==> src/rtl/fwd_stall_scoreboard.sv <==
// fwd_stall_scoreboard: decode-stage operand forwarding and stall unit.
// Forwards from three producer stages (EXE > MEM > WB) and tracks the
// multi-cycle mult/div unit with an 8-bit busy counter.
// Register address MSB selects HI/LO; address 0 never forwards or stalls.
// Optional feature macro: HAZ_PERF_CNT_EN adds saturating stall counters.
module fwd_stall_scoreboard #(
    parameter int DATA_W = 32,
    parameter int ADDR_W = 6,
    parameter int MD_LAT = 4
) (
    input  logic              clk,
    input  logic              resetn,
    input  logic [DATA_W-1:0] reg_rs_data,
    input  logic [DATA_W-1:0] reg_rt_data,
    input  logic              de_valid,
    input  logic [ADDR_W-1:0] de_rs_addr,
    input  logic [ADDR_W-1:0] de_rt_addr,
    input  logic              de_md_start,
    input  logic              exe_reg_en,
    input  logic [ADDR_W-1:0] exe_reg_waddr,
    input  logic [DATA_W-1:0] exe_reg_wdata,
    input  logic              exe_mem_read,
    input  logic              mem_reg_en,
    input  logic [ADDR_W-1:0] mem_reg_waddr,
    input  logic [DATA_W-1:0] mem_reg_wdata,
    input  logic              wb_reg_en,
    input  logic [ADDR_W-1:0] wb_reg_waddr,
    input  logic [DATA_W-1:0] wb_reg_wdata,
    input  logic              md_cancel,
    output logic [DATA_W-1:0] de_rs_data,
    output logic [DATA_W-1:0] de_rt_data,
    output logic              stall,
    output logic              md_busy,
    output logic              md_done
`ifdef HAZ_PERF_CNT_EN
    ,
    output logic [31:0]       stall_cnt,
    output logic [31:0]       load_stall_cnt
`endif
);

    localparam logic [7:0] MD_LAT_C = 8'(MD_LAT);

    logic [7:0] md_cnt_q, md_cnt_d;
    logic       md_done_q, md_done_d;

    logic exe_rs_hit, exe_rt_hit;
    logic mem_rs_hit, mem_rt_hit;
    logic wb_rs_hit, wb_rt_hit;
    logic load_use, md_haz, md_issue;

    // Per-stage address match; a zero destination never matches.
    always_comb begin
        exe_rs_hit = exe_reg_en && (exe_reg_waddr != '0) && (de_rs_addr == exe_reg_waddr);
        exe_rt_hit = exe_reg_en && (exe_reg_waddr != '0) && (de_rt_addr == exe_reg_waddr);
        mem_rs_hit = mem_reg_en && (mem_reg_waddr != '0) && (de_rs_addr == mem_reg_waddr);
        mem_rt_hit = mem_reg_en && (mem_reg_waddr != '0) && (de_rt_addr == mem_reg_waddr);
        wb_rs_hit  = wb_reg_en  && (wb_reg_waddr  != '0) && (de_rs_addr == wb_reg_waddr);
        wb_rt_hit  = wb_reg_en  && (wb_reg_waddr  != '0) && (de_rt_addr == wb_reg_waddr);
    end

    // Operand muxes: youngest producer wins, regfile is the fallback.
    always_comb begin
        de_rs_data = reg_rs_data;
        if (exe_rs_hit)      de_rs_data = exe_reg_wdata;
        else if (mem_rs_hit) de_rs_data = mem_reg_wdata;
        else if (wb_rs_hit)  de_rs_data = wb_reg_wdata;
        de_rt_data = reg_rt_data;
        if (exe_rt_hit)      de_rt_data = exe_reg_wdata;
        else if (mem_rt_hit) de_rt_data = mem_reg_wdata;
        else if (wb_rt_hit)  de_rt_data = wb_reg_wdata;
    end

    // Hazard detection: a load in EXE cannot forward yet, and HI/LO or a
    // new mult/div must wait for the busy unit to drain.
    always_comb begin
        md_busy  = (md_cnt_q != 8'd0);
        load_use = exe_mem_read && (exe_rs_hit || exe_rt_hit);
        md_haz   = md_busy && (de_rs_addr[ADDR_W-1] || de_rt_addr[ADDR_W-1] || de_md_start);
        stall    = de_valid && (load_use || md_haz);
        md_issue = de_valid && de_md_start && !stall;
        md_done  = md_done_q;
    end

    // Busy counter next state: cancel beats issue beats decrement.
    always_comb begin
        md_cnt_d  = md_cnt_q;
        md_done_d = 1'b0;
        if (md_cancel) begin
            md_cnt_d = 8'd0;
        end else if (md_issue) begin
            md_cnt_d = MD_LAT_C;
        end else if (md_cnt_q != 8'd0) begin
            md_cnt_d  = md_cnt_q - 8'd1;
            md_done_d = (md_cnt_q == 8'd1);
        end
    end

    // Busy counter and done pulse registers.
    always_ff @(posedge clk or negedge resetn) begin
        if (!resetn) begin
            md_cnt_q  <= 8'd0;
            md_done_q <= 1'b0;
        end else begin
            md_cnt_q  <= md_cnt_d;
            md_done_q <= md_done_d;
        end
    end

`ifdef HAZ_PERF_CNT_EN
    logic [31:0] stall_cnt_q, stall_cnt_d;
    logic [31:0] load_cnt_q, load_cnt_d;

    // Saturating performance counters.
    always_comb begin
        stall_cnt_d = stall_cnt_q;
        load_cnt_d  = load_cnt_q;
        if (stall && (stall_cnt_q != 32'hFFFF_FFFF))
            stall_cnt_d = stall_cnt_q + 32'd1;
        if (stall && load_use && (load_cnt_q != 32'hFFFF_FFFF))
            load_cnt_d = load_cnt_q + 32'd1;
    end

    // Performance counter registers.
    always_ff @(posedge clk or negedge resetn) begin
        if (!resetn) begin
            stall_cnt_q <= 32'd0;
            load_cnt_q  <= 32'd0;
        end else begin
            stall_cnt_q <= stall_cnt_d;
            load_cnt_q  <= load_cnt_d;
        end
    end

    assign stall_cnt      = stall_cnt_q;
    assign load_stall_cnt = load_cnt_q;
`endif

endmodule
==> config.mk <==
export PLATFORM = sky130hd
export DESIGN_NAME = fwd_stall_scoreboard
export DESIGN_NICKNAME = d
export VERILOG_FILES = /design/src/rtl/fwd_stall_scoreboard.sv
export SDC_FILE = /design/constraint.sdc
export NUM_CORES = 1
export LEC_CHECK = 0
export ABC_AREA = 0
export CAP_MARGIN = 20
export CORE_MARGIN = 4
export CORE_UTILIZATION = 31
export CTS_BUF_LIST = sky130_fd_sc_hd__clkbuf_4 sky130_fd_sc_hd__clkbuf_8
export CTS_CLUSTER_DIAMETER = 200
export CTS_CLUSTER_SIZE = 24
export DETAILED_ROUTE_END_ITERATION = 6
export GPL_TIMING_DRIVEN = 0
export HOLD_SLACK_MARGIN = 0.06
export PLACE_DENSITY = 0.79
export SLEW_MARGIN = 15
export SYNTH_ARGS = -nofsm -noshare
export SYNTH_HDL_FRONTEND = slang
export SYNTH_SLANG_ARGS = --single-unit
export TNS_END_PERCENT = 20
==> constraint.sdc <==
create_clock -name clk -period 2.45 [get_ports clk]
set_clock_uncertainty 0.05 [all_clocks]
set_input_delay 0.49 -clock clk [delete_from_list [all_inputs] [get_ports clk]]
set_output_delay 0.49 -clock clk [all_outputs]
set_load 0.05 [all_outputs]
**Run 1: M2 wires**

Cells faint in the background.
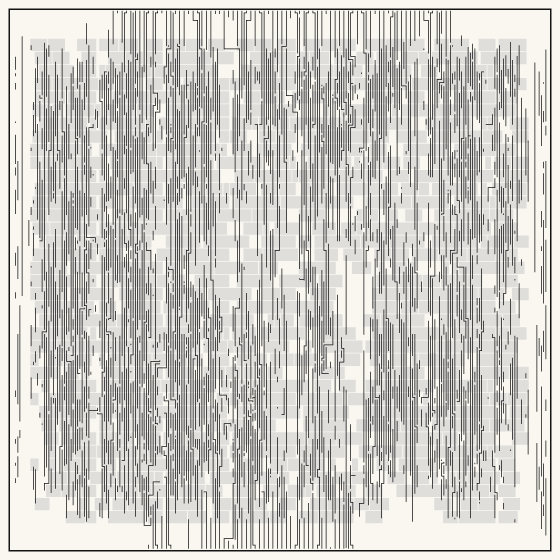
wire length on this layer: 12200 um
longest straight run: 53.7 um
share of all routed wire: 51%
met2 GRT Util: 61.4%
routed vias: 5439
Routed WL: 23700 um

**Run 1: cell placement**

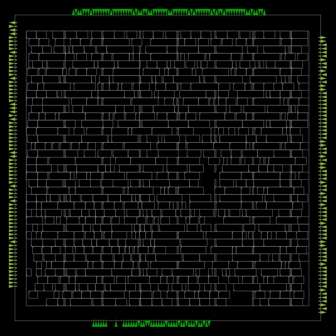
final non-filler cell total: 889
Seq/total area: 2.53%

**Run 1: placement by cell class**

Fill, decap, tap and diode cells in grey.
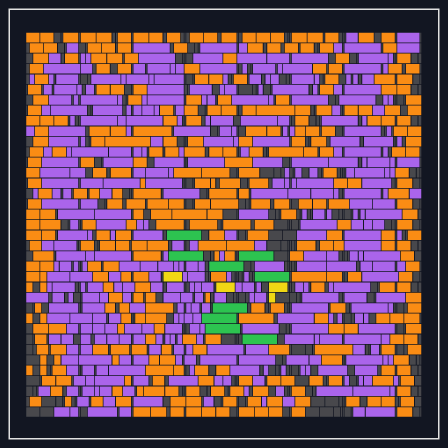
| colour | class | cells |
|---|---|---|
| orange | remaining buffers and delay cells | 344 |
| purple | remaining logic cells | 396 |
| yellow | clock drivers and dummy loads | 4 |
| green | registers | 9 |
Final Cell Area: 8900 um2
# rows: 37
Core ar.: 10400 um2
fin util: 85.4%

==> out/metrics.yaml, run 1 <==
floorplanning:
  fp_util_pct: 32.2
  nWellTaps: 136
  die_area_um2: 12500
layout:
  layout_top_cells: "167 x clkdlybuf4s50_1, 74 x buf_6, 65 x nand2_1"
  antenna_cells: 0
  regMostFlops: "md_cnt_q"
  syn_to_final_growth_pct: 166
  clk_share_pct: 0.520
  largest_register_ffs: 8
  final.clkbuf_count: 3
  sh_comb_area_pct: 52.4
  num-fill-cells: 526
  largestClassByArea: "combinational gates"
  buf_share_pct: 42.5
final_timing:
  post-route-period-util_pct: 126
  fmax_mhz: 325
  setup_viol: 65
  finalWorstSetupSlack_ns: -0.631
  fin_crit_ns: 3.08
placement:
  portBuffers: 265
  dp_hpwl_um: 14600
  dpl.cell_count: 850
critical_path:
  reg2reg_depth: 6
  path_max_fanout: 10
  cpPeakStageDelay_ns: 0.40
  crit_arrival_ns: 2.54
  path_delay_family: "buffers and inverters"
  critical_path.endpoint: "de_rt_data[23]"
  reg2reg_from: "md_cnt_q[0]$_DFFE_PN0P_"
  start_kind: "primary input"
  critical_path_required_ns: 1.91
  crit_top_cell: "buf_6"
yosys:
  top_cell_area_share_pct: 26.9
  ys_async_sr_fraction_pct: 100
  yosys_area_um2: 3350
  synthMuxAreaShare_pct: 0
  syn_avg_cell_area_um2: 7.46
  edf_count: 0
  syn_inst: 449
  synth_seq_share_pct: 6.72
  ys_sh_simple_pct: 25.3
  logic_family: "AND-OR/OR-AND gates"
  yosys_warnings: 0
  compound_area_share_pct: 47.6
  synthXorXnorAreaFrac_pct: 11.2
  syn-cell-area_um2: 3350
worst_hold_path:
  min_path_type: "in -> async"
cts:
  numCtsBuffers: 3
  cts_tree: "done"
  clockRootBuffer: "clkbuf_8"
  clk_pin_slew_ns: 0.05
  clock_latency_ns: 0.24
flow_run:
  cap_viol_max_count: 0
run_status:
  violations: "setup timing"
  status: "complete, but fails checks"
drt:
  drt-initial-drc-count: 436
  dr_wl_met3_um: 1670
  firstDrtPassIters: 5
  postRouteAntennaNets: 0
  vias_per_cell: 6.12
  drt-met1-wl_um: 8740
pwr:
  maxPowerGroup: "combinational cells"
  p_sw_mw: 1.24
  swShare_pct: 48.6
global_routing:
  antenna_found_initial: 0
  grt_max_degree: 11
  grt_pass1_vias: 5954
  grt-ovfl-total: 0
  grt.total_usage_pct: 33.7
**Run 1: wires at chosen ports, followed through buffers**

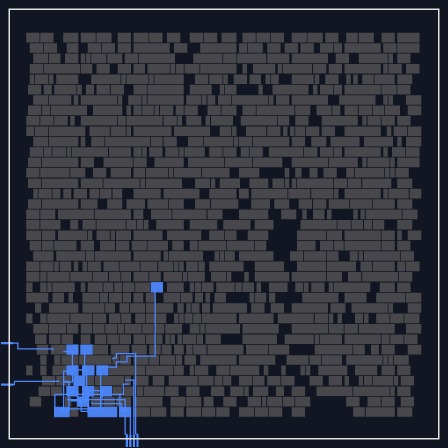

==> inputs of run 2 (changes only) <==
--- a/config.mk
+++ b/config.mk
@@ -7,6 +7,7 @@
 export LEC_CHECK = 0
 export ABC_AREA = 0
 export CAP_MARGIN = 20
+export CORE_ASPECT_RATIO = 0.9
 export CORE_MARGIN = 4
 export CORE_UTILIZATION = 31
 export CTS_BUF_LIST = sky130_fd_sc_hd__clkbuf_4 sky130_fd_sc_hd__clkbuf_8
==> constraint.sdc (replaced) <==
create_clock -name clk -period 2.75 [get_ports clk]
set_clock_uncertainty 0.05 [all_clocks]
set_input_delay 0.55 -clock clk [delete_from_list [all_inputs] [get_ports clk]]
set_output_delay 0.55 -clock clk [all_outputs]
set_load 0.05 [all_outputs]
**Run 2: wires at chosen ports, followed through buffers**

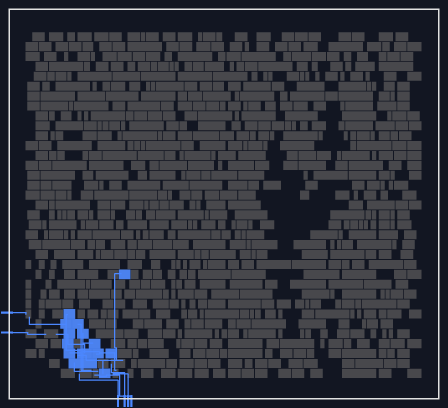
| colour | port | direction | edge | end cells | buffers | wire |
|---|---|---|---|---|---|---|
| blue | exe_reg_waddr | input | 4 south, 2 west | 14 | 6 | 211 um |
I/O pins: 266
Port Buffer Count: 265

==> run 2 against run 1 <==
- the flow still finishes with violations (setup timing)
- utilization shrank 4.5 points
- flip-flop count is the same
- routed wire length shrank 8.3%
- count of clock-buffer cells in the layout grew 1
- first-iteration DRC count shrank 19%
- critical path depth grew 1
- clock power shrank 7%
- sequential power shrank 13%
- total power shrank 14%
- combinational power shrank 15%
- critical path type unchanged
==> out/metrics.yaml, run 2 <==
run_status:
  status: "complete, but fails checks"  # unchanged
  violations: "setup timing"  # unchanged
critical_path:
  critical_path_required_ns: 2.15  # was 1.91 ns
  critical_path.endpoint: "de_rt_data[31]"  # was de_rt_data[23]
  start_kind: "primary input"  # unchanged
  critPathSlowestCell: "or4_1"  # was a21boi_1
  crit_arrival_ns: 2.51  # was 2.54 ns
  cp-startpoint: "mem_reg_waddr[1]"  # was wb_reg_en
  crit_buf_inv: 4  # unchanged
  cpPeakStageDelay_ns: 0.52  # was 0.40 ns
  reg2reg_depth: 6  # unchanged
  reg2reg_from: "md_cnt_q[1]$_DFFE_PN0P_"  # was md_cnt_q[0]$_DFFE_PN0P_
  path_max_fanout: 4  # was 10
  crit_top_cell: "buf_4"  # was buf_6
  worstSetupEndpointType: "output port"  # unchanged
  path_delay_family: "simple AND/OR/NAND/NOR gates"  # was buffers and inverters
pwr:
  p_total_mw: 2.20  # was 2.56 mW
  clock_power_mw: 0.166  # was 0.179 mW
  seq_power_mw: 0.254  # was 0.291 mW
  maxPowerGroup: "combinational cells"  # unchanged
  swShare_pct: 48.6  # about the same
  p_leak_nw: 2.98  # was 3.13 nW
  p_seq_share_pct: 11.6  # was 11.4%
  p_sw_mw: 1.07  # was 1.24 mW
drt:
  dr.max_layer_used: "met4"  # unchanged
  avgRoutedWirePerCell_um: 24.6  # was 26.7 um
  drt-initial-drc-count: 355  # was 436
  postRouteAntennaNets: 0  # unchanged
  vias: 5328  # was 5439
  dr_wl_met3_um: 1740  # was 1670 um
  drt-met1-wl_um: 8050  # was 8740 um
  wirelength_um: 21700  # was 23700 um
  drc: 0  # unchanged
  firstDrtPassIters: 5  # unchanged
  vias_per_cell: 6.03  # was 6.12
layout:
  regMostFlops: "md_cnt_q"  # unchanged
  sh_comb_area_pct: 50.3  # was 52.4%
  syn_to_final_growth_pct: 151  # was 166%
  num-fill-cells: 660  # was 526
  final.clkbuf_count: 4  # was 3
  logic_gates: 393  # unchanged
  largestClassByArea: "combinational gates"  # unchanged
  design_area_um2: 8400  # was 8900 um2
  largest_register_ffs: 8  # unchanged
  buf_share_pct: 44.4  # was 42.5%
  logic_area_um2: 4220  # was 4660 um2
  postLayoutCoreUtil_pct: 80.9  # was 85.4%
  clk_share_pct: 0.581  # was 0.520%
  seq_share_pct: 2.68  # was 2.53%
  layout_top_cells: "167 x clkdlybuf4s50_1, 83 x buf_6, 67 x nand2_1"  # was 167 x clkdlybuf4s50_1, 74 x buf_6, 65 x nand2_1
  stdcell_count: 883  # was 889
  antenna_cells: 0  # unchanged
yosys:
  compound_area_share_pct: 47.6  # unchanged
  logic_family: "AND-OR/OR-AND gates"  # unchanged
  syn_avg_cell_area_um2: 7.46  # unchanged
  synthMuxAreaShare_pct: 0  # unchanged
  syn-cell-area_um2: 3350  # unchanged
  ys_sh_simple_pct: 25.3  # unchanged
  synth_seq_share_pct: 6.72  # unchanged
  adder_share_pct: 1.12  # unchanged
  yosys_warnings: 0  # unchanged
  top_cell_area_share_pct: 26.9  # unchanged
  synthXorXnorAreaFrac_pct: 11.2  # unchanged
  syn_inst: 449  # unchanged
  edf_count: 0  # unchanged
  yosys_area_um2: 3350  # unchanged
  ys_async_sr_fraction_pct: 100  # unchanged
  common_cells: "69 x nand2_1, 60 x a221oi_2, 42 x nor2_1"  # unchanged
global_routing:
  grt-ovfl-total: 0  # unchanged
  grt.busiest_layer: "met2"  # unchanged
  grt_max_degree: 11  # unchanged
  met2_usage_pct: 57.2  # was 61.4%
  antenna_found_initial: 0  # unchanged
  grt.total_usage_pct: 30.6  # was 33.7%
  grt_util_met3_pct: 5.54  # was 7.55%
  grt_pass1_vias: 5546  # was 5954
floorplanning:
  nWellTaps: 129  # was 136
  fp-row-count: 35  # was 37
  die_height_um: 107  # was 112 um
  coreArea_um2: 10400  # about the same
  die_area_um2: 12500  # about the same
  fp_util_pct: 32.3  # was 32.2%
worst_hold_path:
  min_path_type: "reg -> reg"  # was in -> async
  whs_path_depth: 2
final_timing:
  fmax_mhz: 322
  tightest_slew_ns: 0.532  # was 0.535 ns
  finalSetupTns_ns: -18.53  # was -33.52 ns
  final-max-slew-violation-count: 0  # unchanged
  fin_crit_ns: 3.11
  post-route-period-util_pct: 113
  setup_viol: 65  # unchanged
  finalWorstSetupSlack_ns: -0.359  # was -0.631 ns
flow_run:
  cap_viol_max_count: 0  # unchanged
cts:
  clock_path_buffers: 2  # unchanged
  clk_pin_slew_ns: 0.05  # about the same
  cts_tree: "done"  # unchanged
  numCtsBuffers: 3  # unchanged
  clock_latency_ns: 0.23  # was 0.24 ns
  clockRootBuffer: "clkbuf_8"  # unchanged
placement:
  dpl.cell_count: 843  # was 850
  dp_hpwl_um: 14600  # about the same
  dp_slack_ns: -1.71  # was -1.97 ns
**Run 2: placement by cell class**

Fill, decap, tap and diode cells in grey.
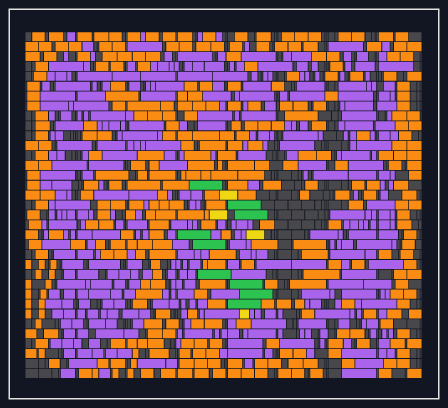

==> inputs of run 3 (changes only) <==
--- a/config.mk
+++ b/config.mk
@@ -12,7 +12,7 @@
 export CORE_UTILIZATION = 31
 export CTS_BUF_LIST = sky130_fd_sc_hd__clkbuf_4 sky130_fd_sc_hd__clkbuf_8
 export CTS_CLUSTER_DIAMETER = 200
-export CTS_CLUSTER_SIZE = 24
+export CTS_CLUSTER_SIZE = 8
 export DETAILED_ROUTE_END_ITERATION = 6
 export GPL_TIMING_DRIVEN = 0
 export HOLD_SLACK_MARGIN = 0.06
==> constraint.sdc (replaced) <==
create_clock -name clk -period 2.75 [get_ports clk]
set_clock_uncertainty 0.05 [all_clocks]
set_input_delay 0.825 -clock clk [delete_from_list [all_inputs] [get_ports clk]]
set_output_delay 0.825 -clock clk [all_outputs]
set_load 0.05 [all_outputs]
**Run 3: placement by cell class**

Fill, decap, tap and diode cells in grey.
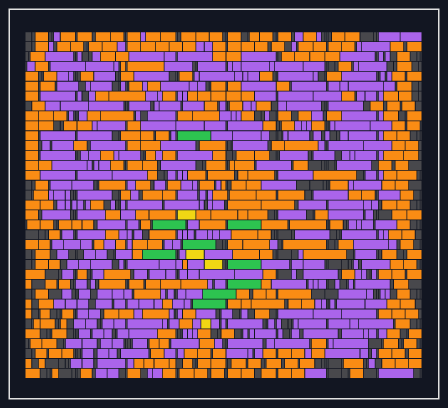
| colour | class | cells |
|---|---|---|
| green | registers | 9 |
| purple | remaining logic cells | 396 |
| orange | remaining buffers and delay cells | 350 |
| yellow | clock drivers and dummy loads | 4 |
Final Cell Area: 8960 um2
Core ar.: 10400 um2
Seq/total area: 2.51%
# rows: 35
fin util: 86.3%

==> run 3 against run 2 <==
- largest power group unchanged
- routed wire length rose by 5.6%
- worst hold slack improved by 0.040 ns
- the flow still finishes with violations (setup timing)
- combinational power rose by 7%
- setup slack got worse by 0.66 ns
- synthesized cell count did not move
- total power rose by 6.6%
- count of clock-buffer cells in the layout did not move
- cell count rose by 0.57%
- flip-flop count did not move
==> out/metrics.yaml, run 3 <==
drt:
  dr.max_layer_used: "met4"  # unchanged
  drc: 0  # unchanged
  avgRoutedWirePerCell_um: 25.9  # was 24.6 um
  firstDrtPassIters: 5  # unchanged
  vias: 5428  # was 5328
  postRouteAntennaNets: 0  # unchanged
  drt-initial-drc-count: 498  # was 355
  wirelength_um: 23000  # was 21700 um
  dr_wl_met3_um: 1920  # was 1740 um
  drt-met1-wl_um: 8190  # was 8050 um
  vias_per_cell: 6.11  # was 6.03
  dr_wl_met2_um: 11700  # was 11100 um
cts:
  htree_levels: 1  # unchanged
  clock_path_buffers: 2  # unchanged
  clock_latency_ns: 0.24  # was 0.23 ns
  clockRootBuffer: "clkbuf_8"  # unchanged
  holdBufCountCts: 0  # unchanged
  clk_pin_slew_ns: 0.04  # was 0.05 ns
  cts_resized: 732  # was 653
  numCtsBuffers: 3  # unchanged
  postCtsSetupBuffers: 25  # was 21
  cts_tree: "done"  # unchanged
layout:
  sh_comb_area_pct: 50.9  # was 50.3%
  logic_area_um2: 4560  # was 4220 um2
  lay_top_count: "clkdlybuf4s50_1"  # unchanged
  signal_buffers: 350  # was 345
  syn_to_final_growth_pct: 168  # was 151%
  stdcell_count: 888  # was 883
  num-fill-cells: 494  # was 660
  regMostFlops: "md_cnt_q"  # unchanged
  seq_cells: 9  # unchanged
  inverters: 3  # unchanged
  largest_register_ffs: 8  # unchanged
  antenna_cells: 0  # unchanged
  clk_share_pct: 0.545  # was 0.581%
  layout_top_cells: "169 x clkdlybuf4s50_1, 78 x buf_6, 66 x nand2_1"  # was 167 x clkdlybuf4s50_1, 83 x buf_6, 67 x nand2_1
  buf_share_pct: 44.1  # was 44.4%
  final.clkbuf_count: 4  # unchanged
  logic_gates: 393  # unchanged
  largestClassByArea: "combinational gates"  # unchanged
yosys:
  yosys_area_um2: 3350  # unchanged
  yosys_warnings: 0  # unchanged
  synthXorXnorAreaFrac_pct: 11.2  # unchanged
  synth_seq_share_pct: 6.72  # unchanged
  top_cell_area_share_pct: 26.9  # unchanged
  ys_async_sr_fraction_pct: 100  # unchanged
  common_cells: "69 x nand2_1, 60 x a221oi_2, 42 x nor2_1"  # unchanged
  fp_nets: 651  # unchanged
  synthMuxAreaShare_pct: 0  # unchanged
  synth_top_cell_by_area: "a221oi_2"  # unchanged
  ys_ff: 9  # unchanged
  logic_family: "AND-OR/OR-AND gates"  # unchanged
  syn_avg_cell_area_um2: 7.46  # unchanged
  syn-cell-area_um2: 3350  # unchanged
  ys_sh_simple_pct: 25.3  # unchanged
  adder_share_pct: 1.12  # unchanged
  synth_cell_type_count: 40  # unchanged
  edf_count: 0  # unchanged
  ys_cells: 449  # unchanged
  syn_inst: 449  # unchanged
  area_leaders: "a221oi_2 27%, nand2_1 7.7%, o31ai_1 7.2%"  # unchanged
  compound_area_share_pct: 47.6  # unchanged
final_timing:
  finalWorstSetupSlack_ns: -1.02  # was -0.359 ns
  tightest_slew_ns: 0.529  # was 0.532 ns
  final-max-slew-violation-count: 0  # unchanged
  hold_violations: 0  # unchanged
  finalSetupTns_ns: -61.19  # was -18.53 ns
  fin_crit_ns: 3.77  # was 3.11 ns
  setup_viol: 65  # unchanged
  fmax_mhz: 265  # was 322 MHz
  post-route-period-util_pct: 137  # was 113%
pwr:
  p_total_mw: 2.34  # was 2.20 mW
  swShare_pct: 49.8  # was 48.6%
  p_leak_nw: 3.13  # was 2.98 nW
  p_sw_mw: 1.17  # was 1.07 mW
  p_seq_share_pct: 11.5  # was 11.6%
  maxPowerGroup: "combinational cells"  # unchanged
  p_int_mw: 1.18  # was 1.13 mW
  p_comb_share_pct: 81.1  # was 80.9%
  peakVddDrop_mv: 0.211  # was 0.179 mV
  p_clk_share_pct: 7.4  # was 7.6%
  seq_power_mw: 0.269  # was 0.254 mW
  power.density_nw_per_um2: 261  # about the same
  comb_power_mw: 1.90  # was 1.78 mW
  clock_power_mw: 0.173  # was 0.166 mW
global_routing:
  grt_pass1_wl_um: 32200  # was 30800 um
  met2_usage_pct: 58.7  # was 57.2%
  grt-ovfl-total: 0  # unchanged
  grt.total_usage_pct: 31.7  # was 30.6%
  grt_max_degree: 11  # unchanged
  gr-usage-met1_pct: 35.8  # was 35.1%
  grt_util_met3_pct: 6.80  # was 5.54%
  grt.busiest_layer: "met2"  # unchanged
  antenna_found_initial: 0  # unchanged
  grt_pass1_vias: 5858  # was 5546
worst_hold_path:
  min_from: "md_cnt_q[7]$_DFFE_PN0P_"  # was md_cnt_q[5]$_DFFE_PN0P_
  whs_path_depth: 2  # unchanged
  min_path_type: "reg -> reg"  # unchanged
floorplanning:
  die_height_um: 107  # unchanged
  io-pin-count: 266  # unchanged
  die_area_um2: 12500  # unchanged
  fp_util_pct: 32.3  # unchanged
  nWellTaps: 129  # unchanged
critical_path:
  path_max_fanout: 6  # was 4
  crit_arrival_ns: 2.90  # was 2.51 ns
  cp-startpoint: "mem_reg_waddr[5]"  # was mem_reg_waddr[1]
  cpPeakStageDelay_ns: 0.33  # was 0.52 ns
  path_delay_family: "buffers and inverters"  # was simple AND/OR/NAND/NOR gates
  reg2reg_from: "md_cnt_q[0]$_DFFE_PN0P_"  # was md_cnt_q[1]$_DFFE_PN0P_
  critPathKind: "in -> out"  # unchanged
  crit_buf_inv: 5  # was 4
  critical_path.endpoint: "de_rt_data[27]"  # was de_rt_data[31]
  start_kind: "primary input"  # unchanged
  reg2reg_to: "md_cnt_q[2]$_DFFE_PN0P_"  # unchanged
  crit_cells: 10  # was 9
  worstSetupEndpointType: "output port"  # unchanged
  reg2reg_depth: 6  # unchanged
  critPathSlowestCell: "nor4_2"  # was or4_1
  critical_path_required_ns: 1.88  # was 2.15 ns
  crit_top_cell: "buf_6"  # was buf_4
placement:
  dpl.cell_count: 843  # unchanged
  place_congestion: 0.936  # was 0.915
  placed_cell_area_um2: 6970  # was 6730 um2
  portBuffers: 265  # unchanged
  dp_hpwl_um: 14600  # about the same
  dp_slack_ns: -2.33  # was -1.71 ns
flow_run:
  cap_viol_max_count: 0  # unchanged
run_status:
  violations: "setup timing"  # unchanged
  status: "complete, but fails checks"  # unchanged
Power is estimated from default activity; no workload was simulated.
